==> src/rtl/mdu_iterative.sv <==
// Iterative RV32M multiply/divide unit. It processes one operand bit per CALC cycle,
// finishes sign and special-case handling in FIX, and then pulses done with a write request.
module mdu_iterative #(
  parameter int XLEN         = 32,
  parameter bit SPECIAL_FAST = 1'b1
) (
  input  logic            clk,
  input  logic            reset,
  input  logic            start,
  input  logic [2:0]      funct3,
  input  logic [XLEN-1:0] rs1_data,
  input  logic [XLEN-1:0] rs2_data,
  input  logic [4:0]      rd_addr,
  output logic            busy,
  output logic            done,
  output logic [XLEN-1:0] result,
  output logic [4:0]      wb_addr,
  output logic            wb_en
);

  localparam int CW = $clog2(XLEN);

  typedef enum logic [1:0] {IDLE, CALC, FIX, DONE} state_t;

  state_t state, state_next;

  logic [2:0]      op;
  logic [XLEN-1:0] a_raw;
  logic [XLEN-1:0] b_mag;
  logic [2*XLEN-1:0] acc;
  logic            a_neg, b_neg, div_zero, overflow;
  logic [CW-1:0]   cnt;

  logic            accept;
  logic            a_signed_in, b_signed_in, a_neg_in, b_neg_in;
  logic            div_zero_in, overflow_in, special_in;
  logic [XLEN-1:0] a_mag_in, b_mag_in;

  logic [XLEN:0]     mul_sum;
  logic [2*XLEN-1:0] mul_step;
  logic [XLEN:0]     div_shifted, div_trial;
  logic [2*XLEN-1:0] div_step;
  logic [2*XLEN-1:0] prod;
  logic [XLEN-1:0]   quo, rem;
  logic [XLEN-1:0]   fix_result;

  // A new request is taken only while idle; requests in other states are dropped.
  assign accept = (state == IDLE) && start;

  // Signedness follows the RV32M op table: rs1 is signed except for MULHU/DIVU/REMU,
  // and rs2 is signed only for MUL/MULH/DIV/REM.
  assign a_signed_in = funct3[2] ? ~funct3[0] : (funct3[1:0] != 2'b11);
  assign b_signed_in = funct3[2] ? ~funct3[0] : ~funct3[1];
  assign a_neg_in    = a_signed_in & rs1_data[XLEN-1];
  assign b_neg_in    = b_signed_in & rs2_data[XLEN-1];
  assign a_mag_in    = a_neg_in ? -rs1_data : rs1_data;
  assign b_mag_in    = b_neg_in ? -rs2_data : rs2_data;
  assign div_zero_in = funct3[2] & (rs2_data == '0);
  assign overflow_in = funct3[2] & ~funct3[0] & (rs1_data == {1'b1, {(XLEN-1){1'b0}}})
                       & (rs2_data == '1);
  assign special_in  = SPECIAL_FAST & (div_zero_in | overflow_in);

  // Multiply step: add the multiplicand into the upper half when the multiplier LSB is set, then shift right.
  assign mul_sum  = {1'b0, acc[2*XLEN-1:XLEN]} + (acc[0] ? {1'b0, b_mag} : '0);
  assign mul_step = {mul_sum, acc[XLEN-1:1]};

  // Restoring divide step: the upper half holds the partial remainder and the lower half shifts the dividend out and the quotient in.
  assign div_shifted = {acc[2*XLEN-1:XLEN], acc[XLEN-1]};
  assign div_trial   = div_shifted - {1'b0, b_mag};
  assign div_step    = div_trial[XLEN]
                       ? {div_shifted[XLEN-1:0], acc[XLEN-2:0], 1'b0}
                       : {div_trial[XLEN-1:0],   acc[XLEN-2:0], 1'b1};

  // Fix-up: apply the result sign, select the half or quotient/remainder, and override special cases.
  always_comb begin
    prod       = (a_neg ^ b_neg) ? -acc : acc;
    quo        = acc[XLEN-1:0];
    rem        = acc[2*XLEN-1:XLEN];
    fix_result = '0;
    if (!op[2]) begin
      fix_result = (op[1:0] == 2'b00) ? prod[XLEN-1:0] : prod[2*XLEN-1:XLEN];
    end else if (div_zero) begin
      fix_result = op[1] ? a_raw : '1;
    end else if (overflow) begin
      fix_result = op[1] ? '0 : {1'b1, {(XLEN-1){1'b0}}};
    end else if (op[1]) begin
      fix_result = a_neg ? -rem : rem;
    end else begin
      fix_result = (a_neg ^ b_neg) ? -quo : quo;
    end
  end

  // State register.
  always_ff @(posedge clk) begin
    if (reset) state <= IDLE;
    else       state <= state_next;
  end

  // Next-state logic and status outputs.
  always_comb begin
    state_next = state;
    busy       = 1'b0;
    done       = 1'b0;
    case (state)
      IDLE: if (start) state_next = special_in ? FIX : CALC;
      CALC: begin
        busy = 1'b1;
        if (cnt == '0) state_next = FIX;
      end
      FIX: begin
        busy       = 1'b1;
        state_next = DONE;
      end
      DONE: begin
        busy       = 1'b1;
        done       = 1'b1;
        state_next = IDLE;
      end
      default: state_next = IDLE;
    endcase
  end

  assign wb_en = done && (wb_addr != 5'd0);

  // Datapath: latch the operands at accept, iterate in CALC, and register the result in FIX.
  always_ff @(posedge clk) begin
    if (reset) begin
      op       <= '0;
      a_raw    <= '0;
      b_mag    <= '0;
      acc      <= '0;
      a_neg    <= 1'b0;
      b_neg    <= 1'b0;
      div_zero <= 1'b0;
      overflow <= 1'b0;
      cnt      <= '0;
      result   <= '0;
      wb_addr  <= '0;
    end else if (accept) begin
      op       <= funct3;
      a_raw    <= rs1_data;
      b_mag    <= b_mag_in;
      acc      <= {{XLEN{1'b0}}, a_mag_in};
      a_neg    <= a_neg_in;
      b_neg    <= b_neg_in;
      div_zero <= div_zero_in;
      overflow <= overflow_in;
      cnt      <= CW'(XLEN - 1);
      wb_addr  <= rd_addr;
    end else if (state == CALC) begin
      acc <= op[2] ? div_step : mul_step;
      cnt <= cnt - 1'b1;
    end else if (state == FIX) begin
      result <= fix_result;
    end
  end

endmodule
==> config.mk <==
export PLATFORM = sky130hd
export DESIGN_NAME = mdu_iterative
export DESIGN_NICKNAME = d
export VERILOG_FILES = /design/src/rtl/mdu_iterative.sv
export SDC_FILE = /design/constraint.sdc
export NUM_CORES = 1
export LEC_CHECK = 0
export ABC_CLOCK_PERIOD_IN_PS = 8900
export CORE_MARGIN = 3
export CORE_UTILIZATION = 40
export DETAILED_ROUTE_END_ITERATION = 8
export PLACE_DENSITY = 0.66
export SYNTH_ARGS = -nofsm -noshare
export SYNTH_HDL_FRONTEND = slang
export SYNTH_SLANG_ARGS = --single-unit
==> constraint.sdc <==
create_clock -name clk -period 8.9 [get_ports clk]
set_input_delay 1.78 -clock clk [delete_from_list [all_inputs] [get_ports clk]]
set_output_delay 1.78 -clock clk [all_outputs]
set_load 0.01 [all_outputs]
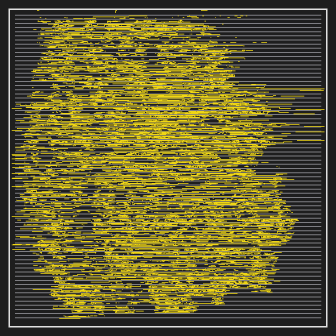
*Signal wires on met1*
Supply wires on this layer in gray.
share of all routed wire: 46%
longest straight run: 107 µm
wire length on this layer: 26.9 mm
nets with wire on the layer: 2236
main direction: horizontal

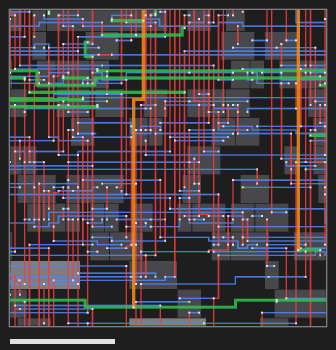
*Layout detail*
Bar = 10 µm. Region (89, 89) to (119, 119) µm. Cells in gray, sequential cells in the stronger gray; small squares are vias.
[blue] metal 1
[red] metal 2
[orange] metal 4
[green] metal 3
cells with their middle in the window: 59
sequential cells in the window: 1
netlist names of flops here include: `acc` (1)
most frequent: nor2_1 (7), nand2_1 (6), xnor2_1 (5)

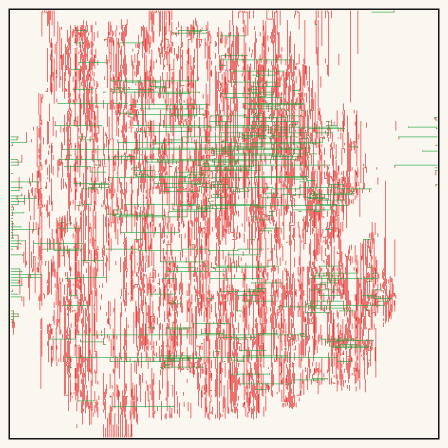
*Routed metal, one color a layer*
Only two layers are drawn.
[green] metal 3 | wire length: 4640 µm
[red] metal 2 | wire length: 25.4 mm
global-route total usage across every layer: 0.263
detail-routed net length per standard cell: 21.2 µm

==> notes.md <==
From the run reports.

- Per the CTS log, the maximum H-tree level is 4.
- The net total in the final layout is 2395.
- The maximum number of pins on one net before global-route repair is 100.
- Detailed placement finished with a half-perimeter wire length of 44900 µm.
- The post-cts hold-fix buffer tally reads 0.
- At the worst endpoint, the arrival time is 4.77 ns.
- The number of vias per cell after detailed routing reads 6.12.
- The routed length on met3 reads 4640 µm.
- The worst hold-check path type is flop to flop.
- The instance area after placement reads 17500 µm².
- The average cell area after synthesis is 7.20 µm².
- The library cell with the highest instance count after synthesis is nand2_1.
- The pre-CTS worst setup slack reads 3.98 ns.
- The area of all sequential standard cells reads 3590 µm².
- The final global-route overflow total is 0.
- The maximum fanout along the worst path reads 6.
- The met2 routed wirelength reads 25400 µm.
- The count of input and output buffers reads 114.
- The cell row count is 73.
- The routability congestion estimate is 1.02.
- Setup repair after global routing left no endpoint under its margin.
- The number of warnings the tools reported is 32.
- The cell sequence reported for the critical path is clkdlybuf4s50_1 > nor4_2 > nand4_1 > nor3_2 > nand2_1 > nor3_1 > nor4b_1 > o21ai_1 > o211ai_1 > a21oi_1.
- Across all checked pins, the minimum headroom to the slew limit is 0.209.
- The layout summary lists the proportion of cells stronger than drive strength 1 as 0.0523.
- The wire length of the first global-routing pass reads 91100 µm.
- The total power is 5.79 mW.
- The slowest stage cell on the critical path reads clkdlybuf4s50_1.
- The count of library flops with an enable pin is 0.
- The flip-flop and latch count after synthesis is 179.
- The fill cell total of the finished layout reads 4034.
- The run finished with clean final reports.
- The report lists the power per cell area as 319 nW/µm².
- The clock net sink count is 179.
- The setup slack of the critical path after layout is 4.45 ns.
- The global-route met3 utilization is 0.0479.
- The critical path endpoint has a required time of 9.22 ns.
- The die area reads 43000 µm².
- The maximum VDD drop is 0.268 mV.
- The global-route track usage on met1 is 0.377.
- The length of the first detailed-routing pass in iterations reads 6.
- Per the post-run analysis, buffers plus inverters along the critical path come to 1.
- The sequential-to-total area share from yosys stat reads 0.221.
- For this run, the chip area from Yosys synthesis comes to 16200 µm².
- STA classifies the critical path endpoint as a flop.
- The number of antenna violations at the first check in global routing is 0.
- The most instantiated logic cell after routing reads nand2_1.
- The final core area utilization is 0.454.
- The reported max-cap violation count reads 0.
- After detailed routing, the wire length on met1 is 26900 µm.
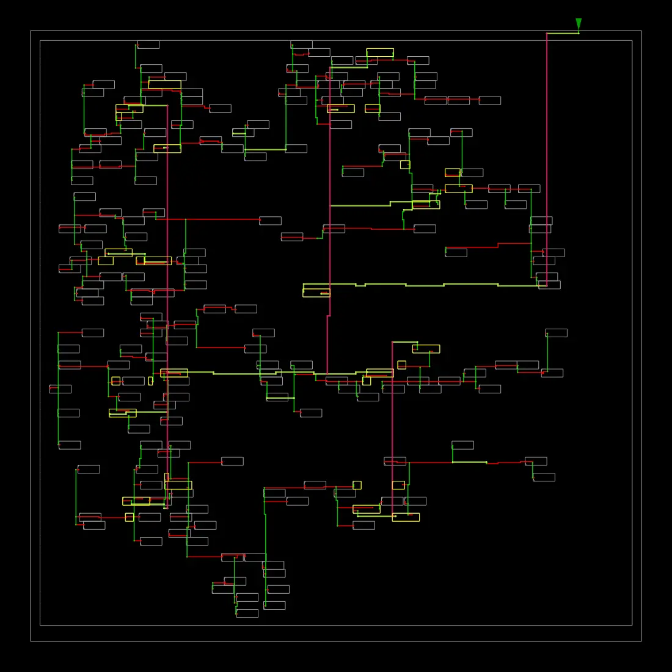
*Clock routing*
TritonCTS buffer count: 17
power dissipated in the clock network: 0.762 mW
Final Skew: 0.00963 ns

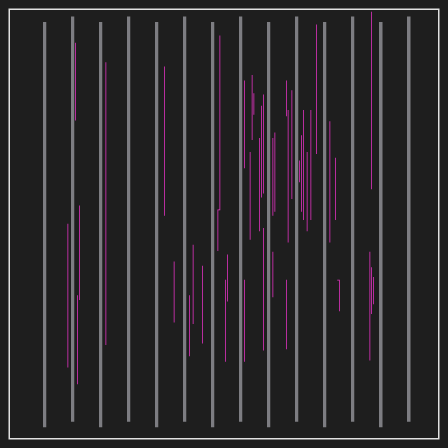
*Metal 4*
Supply wires on this layer in gray.
nets with wire on the layer: 40
longest straight run: 137 µm

sequential cells by signal, summed over array words and instances, names as in the netlist:
name and count:
result 32, div_zero 1, wb_addr 5, a_raw 32, b_neg 1, b_mag 32
acc 64, overflow 1, a_neg 1, op 3, cnt 5, state 2
kinds of logic after synthesis:
logic type / Yosys count / share of synthesized area
simple gates: 799 / 0.234
compound gates: 691 / 0.277
buf+inv: 243 / 0.0582
xor+xnor: 193 / 0.106
flops: 179 / 0.221
fa+ha+maj: 78 / 0.0611
mux: 70 / 0.0434
report_power, final:
part / internal (mW) / switching [mW]
registers: 1.01 / 0.339
logic: 1.37 / 2.30
clock network: 0.409 / 0.353
total: 2.80 / 2.99
Power is estimated from default activity; no workload was simulated.
